==> src/rtl/op1_sched_pkg.sv <==
// -----------------------------------------------------------------------------
// op1_sched_pkg
// Shared constants and types for the op1_sched round-robin scheduler.
//   OPW       operand width (X and Y)
//   RESW      result width (C)
//   NREQ_DEF  default number of requesters
//   state_e   scheduler FSM states
//   rr_next   wrap-around increment used by the round-robin pointer
// No ports (package).
// -----------------------------------------------------------------------------
package op1_sched_pkg;

    localparam int OPW      = 4;
    localparam int RESW     = 8;
    localparam int NREQ_DEF = 4;

    typedef enum logic [1:0] {
        ST_IDLE = 2'd0,
        ST_EXEC = 2'd1,
        ST_RESP = 2'd2
    } state_e;

    function automatic int rr_next(input int idx, input int n);
        return (idx + 1 >= n) ? 0 : idx + 1;
    endfunction

endpackage

==> src/rtl/op1_sched_if.sv <==
// -----------------------------------------------------------------------------
// op1_sched_if
// Request/response bundle between operand sources, the scheduler and the
// result consumer.
//   req_valid  per-requester operand valid       (master -> slave)
//   req_ready  per-requester accept, one-hot/0   (slave  -> master)
//   req_x      packed X operands, 4 bits each    (master -> slave)
//   req_y      packed Y operands, 4 bits each    (master -> slave)
//   rsp_valid  result available                  (slave  -> master)
//   rsp_ready  consumer accepts result           (master -> slave)
//   rsp_data   8-bit result                      (slave  -> master)
//   rsp_id     owning requester index            (slave  -> master)
//   busy       scheduler not idle                (slave  -> master)
// -----------------------------------------------------------------------------
interface op1_sched_if
    import op1_sched_pkg::*;
#(
    parameter int NREQ = NREQ_DEF,
    parameter int IDW  = $clog2(NREQ)
);

    logic [NREQ-1:0]      req_valid;
    logic [NREQ-1:0]      req_ready;
    logic [OPW*NREQ-1:0]  req_x;
    logic [OPW*NREQ-1:0]  req_y;
    logic                 rsp_valid;
    logic                 rsp_ready;
    logic [RESW-1:0]      rsp_data;
    logic [IDW-1:0]       rsp_id;
    logic                 busy;

    modport master (
        output req_valid, req_x, req_y, rsp_ready,
        input  req_ready, rsp_valid, rsp_data, rsp_id, busy
    );

    modport slave (
        input  req_valid, req_x, req_y, rsp_ready,
        output req_ready, rsp_valid, rsp_data, rsp_id, busy
    );

endinterface

==> src/rtl/op1_sched_sq_sub_unit.sv <==
// -----------------------------------------------------------------------------
// sq_sub_unit
// Combinational square-minus datapath: c_o = h_i ? (x_i*x_i - y_i) mod 256 : 0
//   x_i  in  4  X operand
//   y_i  in  4  Y operand (zero-extended before subtraction)
//   h_i  in  1  enable; output forced to 0 when low
//   c_o  out 8  result, underflow wraps silently
// -----------------------------------------------------------------------------
module sq_sub_unit
    import op1_sched_pkg::*;
(
    input  logic [OPW-1:0]  x_i,
    input  logic [OPW-1:0]  y_i,
    input  logic            h_i,
    output logic [RESW-1:0] c_o
);

    logic [RESW-1:0] x_ext;
    logic [RESW-1:0] y_ext;
    logic [RESW-1:0] sq;

    assign x_ext = {{(RESW-OPW){1'b0}}, x_i};
    assign y_ext = {{(RESW-OPW){1'b0}}, y_i};
    // 15*15 = 225 fits in 8 bits, so the square never truncates.
    assign sq    = x_ext * x_ext;
    assign c_o   = h_i ? (sq - y_ext) : '0;

endmodule

==> src/rtl/op1_sched.sv <==
// -----------------------------------------------------------------------------
// op1_sched
// Shares one sq_sub_unit among NREQ requesters. One requester is granted at a
// time in IDLE, the datapath is enabled for exactly one EXEC cycle, and the
// result is held in RESP until the consumer takes it.
//   clk    in   rising-edge clock
//   rst_n  in   asynchronous active-low reset
//   bus    slave modport of op1_sched_if (request/response handshakes, busy)
// Build option:
//   OP1_SCHED_RR_EN defined   : round-robin, pointer advances past last owner
//   OP1_SCHED_RR_EN undefined : fixed priority, lowest index wins, no pointer
//
// state | meaning
// IDLE  | arbitrate, assert req_ready for the winner, capture on handshake
// EXEC  | datapath enabled, result registered into rsp_data
// RESP  | rsp_valid high, wait for rsp_ready
// -----------------------------------------------------------------------------
module op1_sched
    import op1_sched_pkg::*;
#(
    parameter int NREQ = NREQ_DEF,
    parameter int IDW  = $clog2(NREQ)
)(
    input  logic        clk,
    input  logic        rst_n,
    op1_sched_if.slave  bus
);

    localparam logic [1:0] S_IDLE = ST_IDLE;
    localparam logic [1:0] S_EXEC = ST_EXEC;
    localparam logic [1:0] S_RESP = ST_RESP;

    logic [1:0]      state_q, state_d;
    logic [OPW-1:0]  x_q, x_d;
    logic [OPW-1:0]  y_q, y_d;
    logic [IDW-1:0]  id_q, id_d;
    logic [RESW-1:0] data_q, data_d;
    logic            vld_q, vld_d;

    logic [IDW-1:0]  ptr;
    logic [IDW-1:0]  win;
    logic            any;
    logic [NREQ-1:0] grant_oh;
    logic            dp_en;
    logic [RESW-1:0] dp_c;

`ifdef OP1_SCHED_RR_EN
    logic [IDW-1:0]  ptr_q, ptr_d;
    assign ptr = ptr_q;
`else
    assign ptr = '0;
`endif

    // Priority search starting at ptr and wrapping at NREQ-1. The sum is one
    // bit wider than the index so ptr+i never overflows before the wrap.
    always_comb begin
        logic [IDW:0]   sum;
        logic [IDW-1:0] idx;
        win = '0;
        any = 1'b0;
        sum = '0;
        idx = '0;
        for (int i = 0; i < NREQ; i++) begin
            sum = {1'b0, ptr} + (IDW+1)'(i);
            if (sum >= (IDW+1)'(NREQ)) begin
                sum = sum - (IDW+1)'(NREQ);
            end
            idx = sum[IDW-1:0];
            if (!any && bus.req_valid[idx]) begin
                any = 1'b1;
                win = idx;
            end
        end
    end

    // req_ready is gated by rst_n so nothing is offered while reset is held.
    always_comb begin
        grant_oh = '0;
        if (rst_n && state_q == S_IDLE && any) begin
            grant_oh[win] = 1'b1;
        end
    end

    assign dp_en = (state_q == S_EXEC);

    sq_sub_unit u_sq_sub_unit (
        .x_i (x_q),
        .y_i (y_q),
        .h_i (dp_en),
        .c_o (dp_c)
    );

    always_comb begin
        state_d = state_q;
        x_d     = x_q;
        y_d     = y_q;
        id_d    = id_q;
        data_d  = data_q;
        vld_d   = vld_q;
`ifdef OP1_SCHED_RR_EN
        ptr_d   = ptr_q;
`endif
        case (state_q)
            S_IDLE: begin
                // any implies req_valid[win] and req_ready[win] are both high.
                if (any) begin
                    x_d     = bus.req_x[win*OPW +: OPW];
                    y_d     = bus.req_y[win*OPW +: OPW];
                    id_d    = win;
                    state_d = S_EXEC;
                end
            end
            S_EXEC: begin
                data_d  = dp_c;
                vld_d   = 1'b1;
                state_d = S_RESP;
            end
            S_RESP: begin
                if (bus.rsp_ready) begin
                    vld_d   = 1'b0;
                    state_d = S_IDLE;
`ifdef OP1_SCHED_RR_EN
                    ptr_d   = IDW'(rr_next(int'(id_q), NREQ));
`endif
                end
            end
            default: begin
                vld_d   = 1'b0;
                state_d = S_IDLE;
            end
        endcase
    end

    always_ff @(posedge clk or negedge rst_n) begin
        if (!rst_n) begin
            state_q <= S_IDLE;
            x_q     <= '0;
            y_q     <= '0;
            id_q    <= '0;
            data_q  <= '0;
            vld_q   <= 1'b0;
`ifdef OP1_SCHED_RR_EN
            ptr_q   <= '0;
`endif
        end else begin
            state_q <= state_d;
            x_q     <= x_d;
            y_q     <= y_d;
            id_q    <= id_d;
            data_q  <= data_d;
            vld_q   <= vld_d;
`ifdef OP1_SCHED_RR_EN
            ptr_q   <= ptr_d;
`endif
        end
    end

    assign bus.req_ready = grant_oh;
    assign bus.rsp_valid = vld_q;
    assign bus.rsp_data  = data_q;
    assign bus.rsp_id    = id_q;
    assign bus.busy      = (state_q != S_IDLE);

endmodule

==> src/flat_wrapper.sv <==
// flat-port wrapper written by rule: the top's interface ports become plain ports
module op1_sched_flat import op1_sched_pkg::*;
#(
    parameter int NREQ = NREQ_DEF,
    parameter int IDW  = $clog2(NREQ)
)
  (clk, rst_n, bus_req_valid, bus_req_x, bus_req_y, bus_rsp_ready, bus_req_ready, bus_rsp_valid, bus_rsp_data, bus_rsp_id, bus_busy);
  op1_sched_if #(.NREQ(NREQ), .IDW(IDW)) bus_i ();
  input  logic clk;
  input  logic rst_n;
  input wire logic [$bits(bus_i.req_valid)-1:0] bus_req_valid;
  input wire logic [$bits(bus_i.req_x)-1:0] bus_req_x;
  input wire logic [$bits(bus_i.req_y)-1:0] bus_req_y;
  input wire logic [$bits(bus_i.rsp_ready)-1:0] bus_rsp_ready;
  output wire logic [$bits(bus_i.req_ready)-1:0] bus_req_ready;
  output wire logic [$bits(bus_i.rsp_valid)-1:0] bus_rsp_valid;
  output wire logic [$bits(bus_i.rsp_data)-1:0] bus_rsp_data;
  output wire logic [$bits(bus_i.rsp_id)-1:0] bus_rsp_id;
  output wire logic [$bits(bus_i.busy)-1:0] bus_busy;
  assign bus_i.req_valid = bus_req_valid;
  assign bus_i.req_x = bus_req_x;
  assign bus_i.req_y = bus_req_y;
  assign bus_i.rsp_ready = bus_rsp_ready;
  assign bus_req_ready = bus_i.req_ready;
  assign bus_rsp_valid = bus_i.rsp_valid;
  assign bus_rsp_data = bus_i.rsp_data;
  assign bus_rsp_id = bus_i.rsp_id;
  assign bus_busy = bus_i.busy;
  op1_sched #(.NREQ(NREQ), .IDW(IDW)) u_core (.clk(clk), .rst_n(rst_n), .bus(bus_i));
endmodule
==> config.mk <==
export PLATFORM = sky130hd
export DESIGN_NAME = op1_sched_flat
export DESIGN_NICKNAME = d
export VERILOG_FILES = /design/src/rtl/op1_sched_pkg.sv /design/src/rtl/op1_sched_if.sv /design/src/rtl/op1_sched_sq_sub_unit.sv /design/src/rtl/op1_sched.sv /design/src/flat_wrapper.sv
export SDC_FILE = /design/constraint.sdc
export NUM_CORES = 1
export LEC_CHECK = 0
export ABC_CLOCK_PERIOD_IN_PS = 2900
export CORE_ASPECT_RATIO = 2
export CORE_MARGIN = 5
export CORE_UTILIZATION = 44
export CTS_CLUSTER_DIAMETER = 150
export DETAILED_ROUTE_END_ITERATION = 10
export PLACE_DENSITY = 0.83
export SYNTH_ARGS = -nofsm -noshare
export SYNTH_HDL_FRONTEND = slang
export SYNTH_HIERARCHICAL = 1
export SYNTH_SLANG_ARGS = --single-unit
==> constraint.sdc <==
create_clock -name clk -period 2.9 [get_ports clk]
set_clock_uncertainty 0.05 [all_clocks]
set_input_delay 0.29 -clock clk [delete_from_list [all_inputs] [get_ports clk]]
set_output_delay 0.29 -clock clk [all_outputs]
set_load 0.1 [all_outputs]
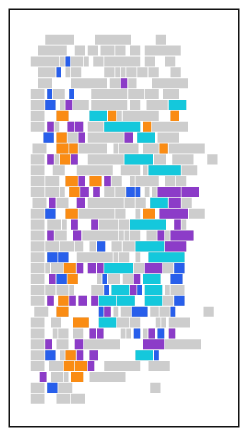
Fig. 1. Gate families picked out (run 1).
(4 px per um)
Purple stands for aoi and oai cells, cells 50. Cyan stands for fa/ha/maj cells, cells 19. Blue stands for nand cells, cells 27. Orange stands for and/or cells, cells 23.
Post-Layout Cell Count: 354
most numerous logic cell after layout: buf_4
fraction of area in multi-input gates: 0.474

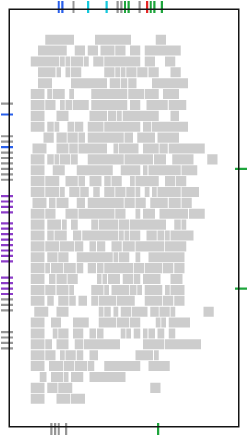
Fig. 2. I/O pins on the die edge (run 1).
(4 px per um) Pins as bars across the die edge, other pins in grey.
Blue stands for `bus_req_ready`, pins 4, direction output, edge 2 left, 2 top. Cyan stands for `bus_rsp_id`, pins 2, direction output, edge top. Red stands for `rst_n`, pins 1, direction input, edge top. Purple stands for `bus_req_x`, pins 16, direction input, edge left. Green stands for `bus_rsp_data`, pins 8, direction output, edge 5 top, 2 right, 1 bottom.
All pins by edge: 34 left, 14 top, 5 bottom, 2 right.
input/output buffers: 54
die height: 104 um

==> Slide: Implementation Results, run 1 <==
Implementation Results

Yosys
  • Most frequent cell after synthesis: inv_1
  • Syn avg cell area: 8.67 um^2
  • Synth Area in Adders: 0.138
  • Yosys Instances: 224
  • Ys async rst share: 1.00
  • Post-synth EDFFs: 0
  • Netlist cell types: 41
  • Top FF cell, synth: dfrtp_1
  • Yosys chip area: 0.00194 mm^2
  • Synth Area in Compound Gates: 0.222
  • Top post-synthesis cells by count: 25 x inv_1, 21 x dfrtp_1, 20 x a21oi_1
  • Synth Net Count: 282
  • Top cell area share: 0.270
  • Main logic family after synthesis: AND-OR/OR-AND gates
  • Top cell type by total area after synthesis: dfrtp_1
  • Synth area leaders: dfrtp_1 27%, ha_1 9.7%, a21oi_1 5.2%
  • Register share after synthesis: 0.270
  • Area fraction in mux cells: 0.0464
  • Mapped Cells: 224
  • Synth warn: 6
  • Registers, synthesis: 21
  • Simple-Gate Area Share: 0.209
  • Syn Std Cell Area: 0.00194 mm^2

Finish
  • Core Util, Final: 0.669
  • Inverters excl. clock: 25
  • Layout clock area frac: 0.0159
  • Final non-clock buffer share: 0.274
  • Sequential cell area: 526 um^2
  • Cell area after layout: 0.00290 mm^2
  • Nets@finish: 359
  • Bufs w/o clock: 85
  • Most numerous logic cells after layout: 40 x buf_4, 38 x clkdlybuf4s50_1, 21 x dfrtp_1
  • Layout fillers: 346
  • Largest cell class: logic gates
  • Multi-input gates: 165
  • Share of layout cells above drive strength 1: 0.283
  • Clkbuf count: 3
  • Flop share of the area: 0.181
  • P&R area growth vs syn: 49.5%
  • Antenna diode count: 0
  • Seq cells: 21

Critical path
  • Launch point of the worst path: u_core/x_q[2]
  • R2R Setup Slk: -0.27 ns
  • WP data arrival: 3.27 ns
  • Slowest stage delay, CP: 0.51 ns
  • RR Endpoint: u_core/bus.rsp_data[7]
  • Crit-path cells: nand2_2, inv_2, fa_1, xnor2_2, xnor2_1, fa_1, inv_2, ha_4, a211oi_4, buf_4, o2111ai_2, nand4bb_1, mux2_4
  • RR Startpoint: u_core/x_q[2]
  • Worst-path fanout max: 4
  • Worst path depth: 13
  • Startpoint types: register
  • Path depth of the worst reg2reg path: 13
  • Crit Path Class: register to register
  • Slowest CP cell: fa_1
  • CP endpoint: u_core/bus.rsp_data[7]
  • Critical Path End Type: register
  • Data required time at the worst endpoint: 3.00 ns

Place
  • Cells after DPL: 340
  • HPWL after DPL: 4010 um
  • DP Area: 0.00268 mm^2
  • DP Worst Slack: -0.238 ns
  • GP Congestion: 0.838

STA
  • Final max-slew violation count: 0
  • Total Neg Setup Slack: -1.11 ns
  • Final WS setup: -0.269 ns
  • Transition time of the tightest slew-check pin: 0.588 ns
  • Worst hold slack: 0.306 ns
  • Achievable frequency: 316 MHz
  • Endpoints failing setup: 5
  • Min cycle time layout: 3.17 ns
  • Share of the clock period used by the worst path: 1.09
  • Worst relative slew slack: 0.607
  • Final Hold Viols: 0

Global routing
  • Vias in the first global route: 1935
  • Met3 Resource Use GR: 0.00994
  • GRT Max-Usage Layer: met2
  • Initial antenna violation count: 0
  • Met1 Use GR: 0.166
  • First-pass GRT wire length: 8420 um
  • Met2 Use GR: 0.351
  • Total gr overflow: 0
  • Largest net degree at the start of global routing: 20

Flow run
  • Max Cap Viol: 0
  • Stage-log warning count: 30

Floorplan
  • FP Util: 0.448
  • Row Count: 34
  • Area of the core: 0.00434 mm^2
  • Tapcell Cnt: 54
  • DIE WIDTH: 57.0 um
  • DIE AREA: 0.00593 mm^2
  • Ports: 55

Routing
  • M1 WL: 1840 um
  • Vias/cell: 5.33
  • DR WL met3: 183 um
  • Via count: 1888
  • Router iterations before antenna repair: 4
  • Highest routed layer: met4
  • DRC: 0
  • Met2 wire len: 3060 um
  • DRT antenna net count: 0
  • DR iter-0 viols: 39

Clock tree
  • CTS tree: yes
  • H-Tree Depth: 1
  • Post-cts sizing count: 18
  • Postcts setup bufs: 8
  • Clk pin slew, worst setup/hold paths: 0.08 ns
  • Num Clock Sinks: 21
  • Post-CTS Hold Buffers: 0
  • TritonCTS Buffers: 3

Hold path
  • HP Class: input pin to async pin

Status
  • Failing checks: setup timing
  • Status: complete, but fails checks
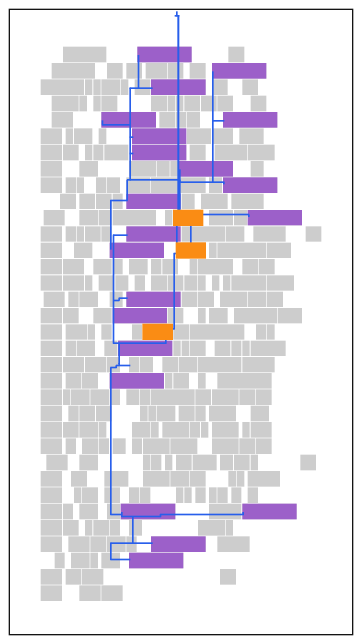
Fig. 3. Routed clock nets over the placement (run 1).
(6 px per um)
Orange stands for clock drivers, count 3. Blue stands for clock wires, length 279 um. Purple stands for flip-flops, count 21.
There are 4 routed clock nets.
Late-Pin Clk Latency: 0.26 ns

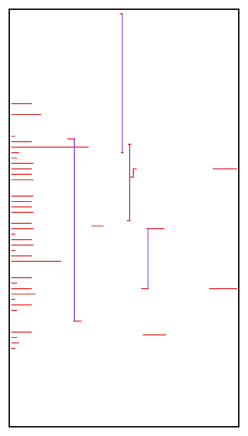
Fig. 4. Wiring by layer (run 1).
(4 px per um) Two of the layers only.
Purple stands for metal 4, wire length 114 um. Red stands for metal 3, wire length 184 um.
GR Util All Layers: 0.172
Wirelength per Cell: 14.7 um
routed wire length: 5190 um

==> run 1: state kept, by name, indices dropped and copies added, names as in the netlist <==
| register | count |
|---|---|
| u_core/x_q | 4 |
| u_core/bus.rsp_valid | 1 |
| u_core/state_q | 2 |
| u_core/y_q | 4 |
| u_core/bus.rsp_data | 8 |
| u_core/bus.rsp_id | 2 |
==> inputs of run 2 (changes only) <==
--- a/config.mk
+++ b/config.mk
@@ -5,13 +5,14 @@
 export SDC_FILE = /design/constraint.sdc
 export NUM_CORES = 1
 export LEC_CHECK = 0
+export ABC_AREA = 1
 export ABC_CLOCK_PERIOD_IN_PS = 2900
 export CORE_ASPECT_RATIO = 2
 export CORE_MARGIN = 5
 export CORE_UTILIZATION = 44
 export CTS_CLUSTER_DIAMETER = 150
 export DETAILED_ROUTE_END_ITERATION = 10
-export PLACE_DENSITY = 0.83
+export PLACE_DENSITY = 0.82
 export SYNTH_ARGS = -nofsm -noshare
 export SYNTH_HDL_FRONTEND = slang
 export SYNTH_HIERARCHICAL = 1
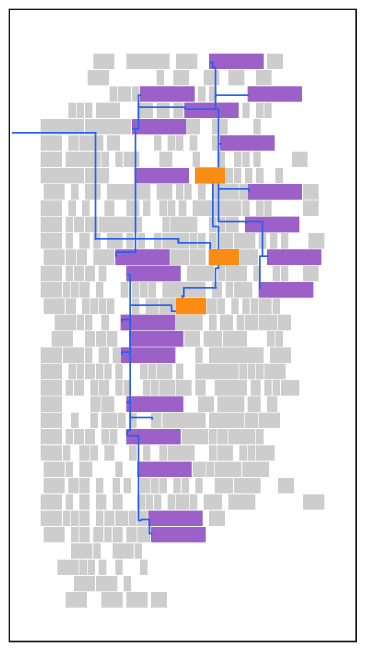
Fig. 5. Routed clock nets over the placement (run 2).
(6 px per um)
Orange stands for clock drivers, count 3. Purple stands for flip-flops, count 21. Blue stands for clock wires, length 262 um.
There are 4 routed clock nets.

==> run 2 against run 1 <==
Effect of this change: the run still ends with setup timing left; utilization shrank 3.3 points; synthesized cell count grew 30%; cell area shrank 4.0%; worst setup slack gained 0.26 ns; synthesized area grew 2.4%; wire length shrank 6.7%; fmax grew 9.0%; flip-flop count is the same; non-clock buffer count shrank 16; hold slack gained 0.12 ns; via count grew 5.1%; largest cell class unchanged; highest routed layer unchanged.
==> Slide: Implementation Results, run 2 <==
Implementation Results

Status
  • Status: complete, but fails checks (unchanged)
  • Failing checks: setup timing (unchanged)

Routing
  • M1 WL: 1580 um (was 1840 um)
  • DRC: 0 (unchanged)
  • Routed wire length: 4850 um (was 5190 um)
  • Wirelength per Cell: 11.7 um (was 14.7 um)
  • DR iter-0 viols: 47 (was 39)
  • Via count: 1984 (was 1888)
  • DRT antenna net count: 0 (unchanged)
  • Router iterations before antenna repair: 4 (unchanged)
  • Met2 wire len: 2980 um (was 3060 um)

Yosys
  • Netlist cell types: 32 (was 41)
  • Registers, synthesis: 21 (unchanged)
  • Register share after synthesis: 0.264 (was 0.270)
  • Area fraction in mux cells: 0 (was 0.0464)
  • Mapped Cells: 292 (was 224)
  • Most frequent cell after synthesis: nand2_1 (was inv_1)
  • Yosys Instances: 292 (was 224)
  • Top cell area share: 0.264 (was 0.270)
  • Simple-Gate Area Share: 0.369 (was 0.209)
  • Top post-synthesis cells by count: 91 x nand2_1, 63 x inv_1, 34 x nand3_1 (was 25 x inv_1, 21 x dfrtp_1, 20 x a21oi_1)
  • Synth Area in Adders: 0.135 (was 0.138)
  • Top FF cell, synth: dfrtp_1 (unchanged)

Finish
  • Share of layout cells above drive strength 1: 0.231 (was 0.283)
  • Cell area after layout: 0.00279 mm^2 (was 0.00290 mm^2)
  • P&R area growth vs syn: 40.1% (was 49.5%)
  • Most numerous logic cell after layout: nand2_1 (was buf_4)
  • Core Util, Final: 0.636 (was 0.669)
  • Layout fillers: 395 (was 346)
  • Largest register FFs: 8 (unchanged)
  • Most numerous logic cells after layout: 85 x nand2_1, 58 x inv_1, 38 x clkdlybuf4s50_1 (was 40 x buf_4, 38 x clkdlybuf4s50_1, 21 x dfrtp_1)

Clock tree
  • Postcts setup bufs: 3 (was 8)
  • CTS tree: yes (unchanged)
  • Num Clock Sinks: 21 (unchanged)
  • Post-cts sizing count: 10 (was 18)
  • H-Tree Depth: 1 (unchanged)
  • Clk pin slew, worst setup/hold paths: 0.08 ns (about the same)
  • TritonCTS Buffers: 3 (unchanged)

Floorplan
  • DIE WIDTH: 57.6 um (was 57.0 um)
  • FP Util: 0.454 (was 0.448)
  • Row Count: 34 (unchanged)
  • DIE AREA: 0.00605 mm^2 (was 0.00593 mm^2)
  • Area of the core: 0.00438 mm^2 (was 0.00434 mm^2)

Place
  • HPWL after DPL: 3830 um (was 4010 um)
  • Input/output buffers: 54 (unchanged)
  • Cells after DPL: 405 (was 340)

Critical path
  • Worst-path fanout max: 4 (unchanged)
  • Slowest stage delay, CP: 0.49 ns (was 0.51 ns)
  • Crit-path cells: nand2_2, inv_2, fa_1, xnor2_2, xor2_1, fa_1, inv_2, ha_4, nand2_2, nand2_4, nand3_2, a21oi_2, nor2_1, nand2_1, nand2_1 (was nand2_2, inv_2, fa_1, xnor2_2, xnor2_1, fa_1, inv_2, ha_4, a211oi_4, buf_4, o2111ai_2, nand4bb_1, mux2_4)
  • CP endpoint: u_core/bus.rsp_data[7] (unchanged)
  • Path depth of the worst reg2reg path: 15 (was 13)
  • Launch point of the worst path: u_core/x_q[0] (was u_core/x_q[2])
  • Data required time at the worst endpoint: 3.00 ns (about the same)

STA
  • Worst hold slack: 0.428 ns (was 0.306 ns)
  • Endpoints failing setup: 2 (was 5)
  • Worst relative slew slack: 0.718 (was 0.607)
  • Achievable frequency: 344 MHz (was 316 MHz)
  • Final Hold Viols: 0 (unchanged)
  • Share of the clock period used by the worst path: 1.00 (was 1.09)
  • Transition time of the tightest slew-check pin: 0.420 ns (was 0.588 ns)
  • Min cycle time layout: 2.91 ns (was 3.17 ns)
  • Final WS setup: -0.00729 ns (was -0.269 ns)

Global routing
  • Vias in the first global route: 2065 (was 1935)
  • Met1 Use GR: 0.154 (was 0.166)
  • Met3 Resource Use GR: 0.0284 (was 0.00994)
  • Total gr overflow: 0 (unchanged)
  • Met2 Use GR: 0.331 (was 0.351)
  • First-pass GRT wire length: 8220 um (was 8420 um)

Hold path
  • HP Class: register to register (was input pin to async pin)
run 2: worst max-delay path: cells and delay by family, from the launching register on:
family,cells,cell delay [ns]
fa+ha+maj,3,1.26
simple gates,7,0.51
flops,1,0.43
xor+xnor,2,0.33
compound gates,1,0.13
buf+inv,2,0.09
run 2: final cells by class:
| class | instances | area (um^2) | share of cell area |
|---|---|---|---|
| multi-input cells | 197 | 1230 | 0.440 |
| flip-flops and latches | 21 | 527 | 0.189 |
| repair buffers | 69 | 663 | 0.238 |
| well taps | 54 | 67.6 | 0.0242 |
| inverters | 69 | 259 | 0.0929 |
| clock buffers | 3 | 41.3 | 0.0148 |
| clock inverters | 1 | 5.00 | 0.00179 |
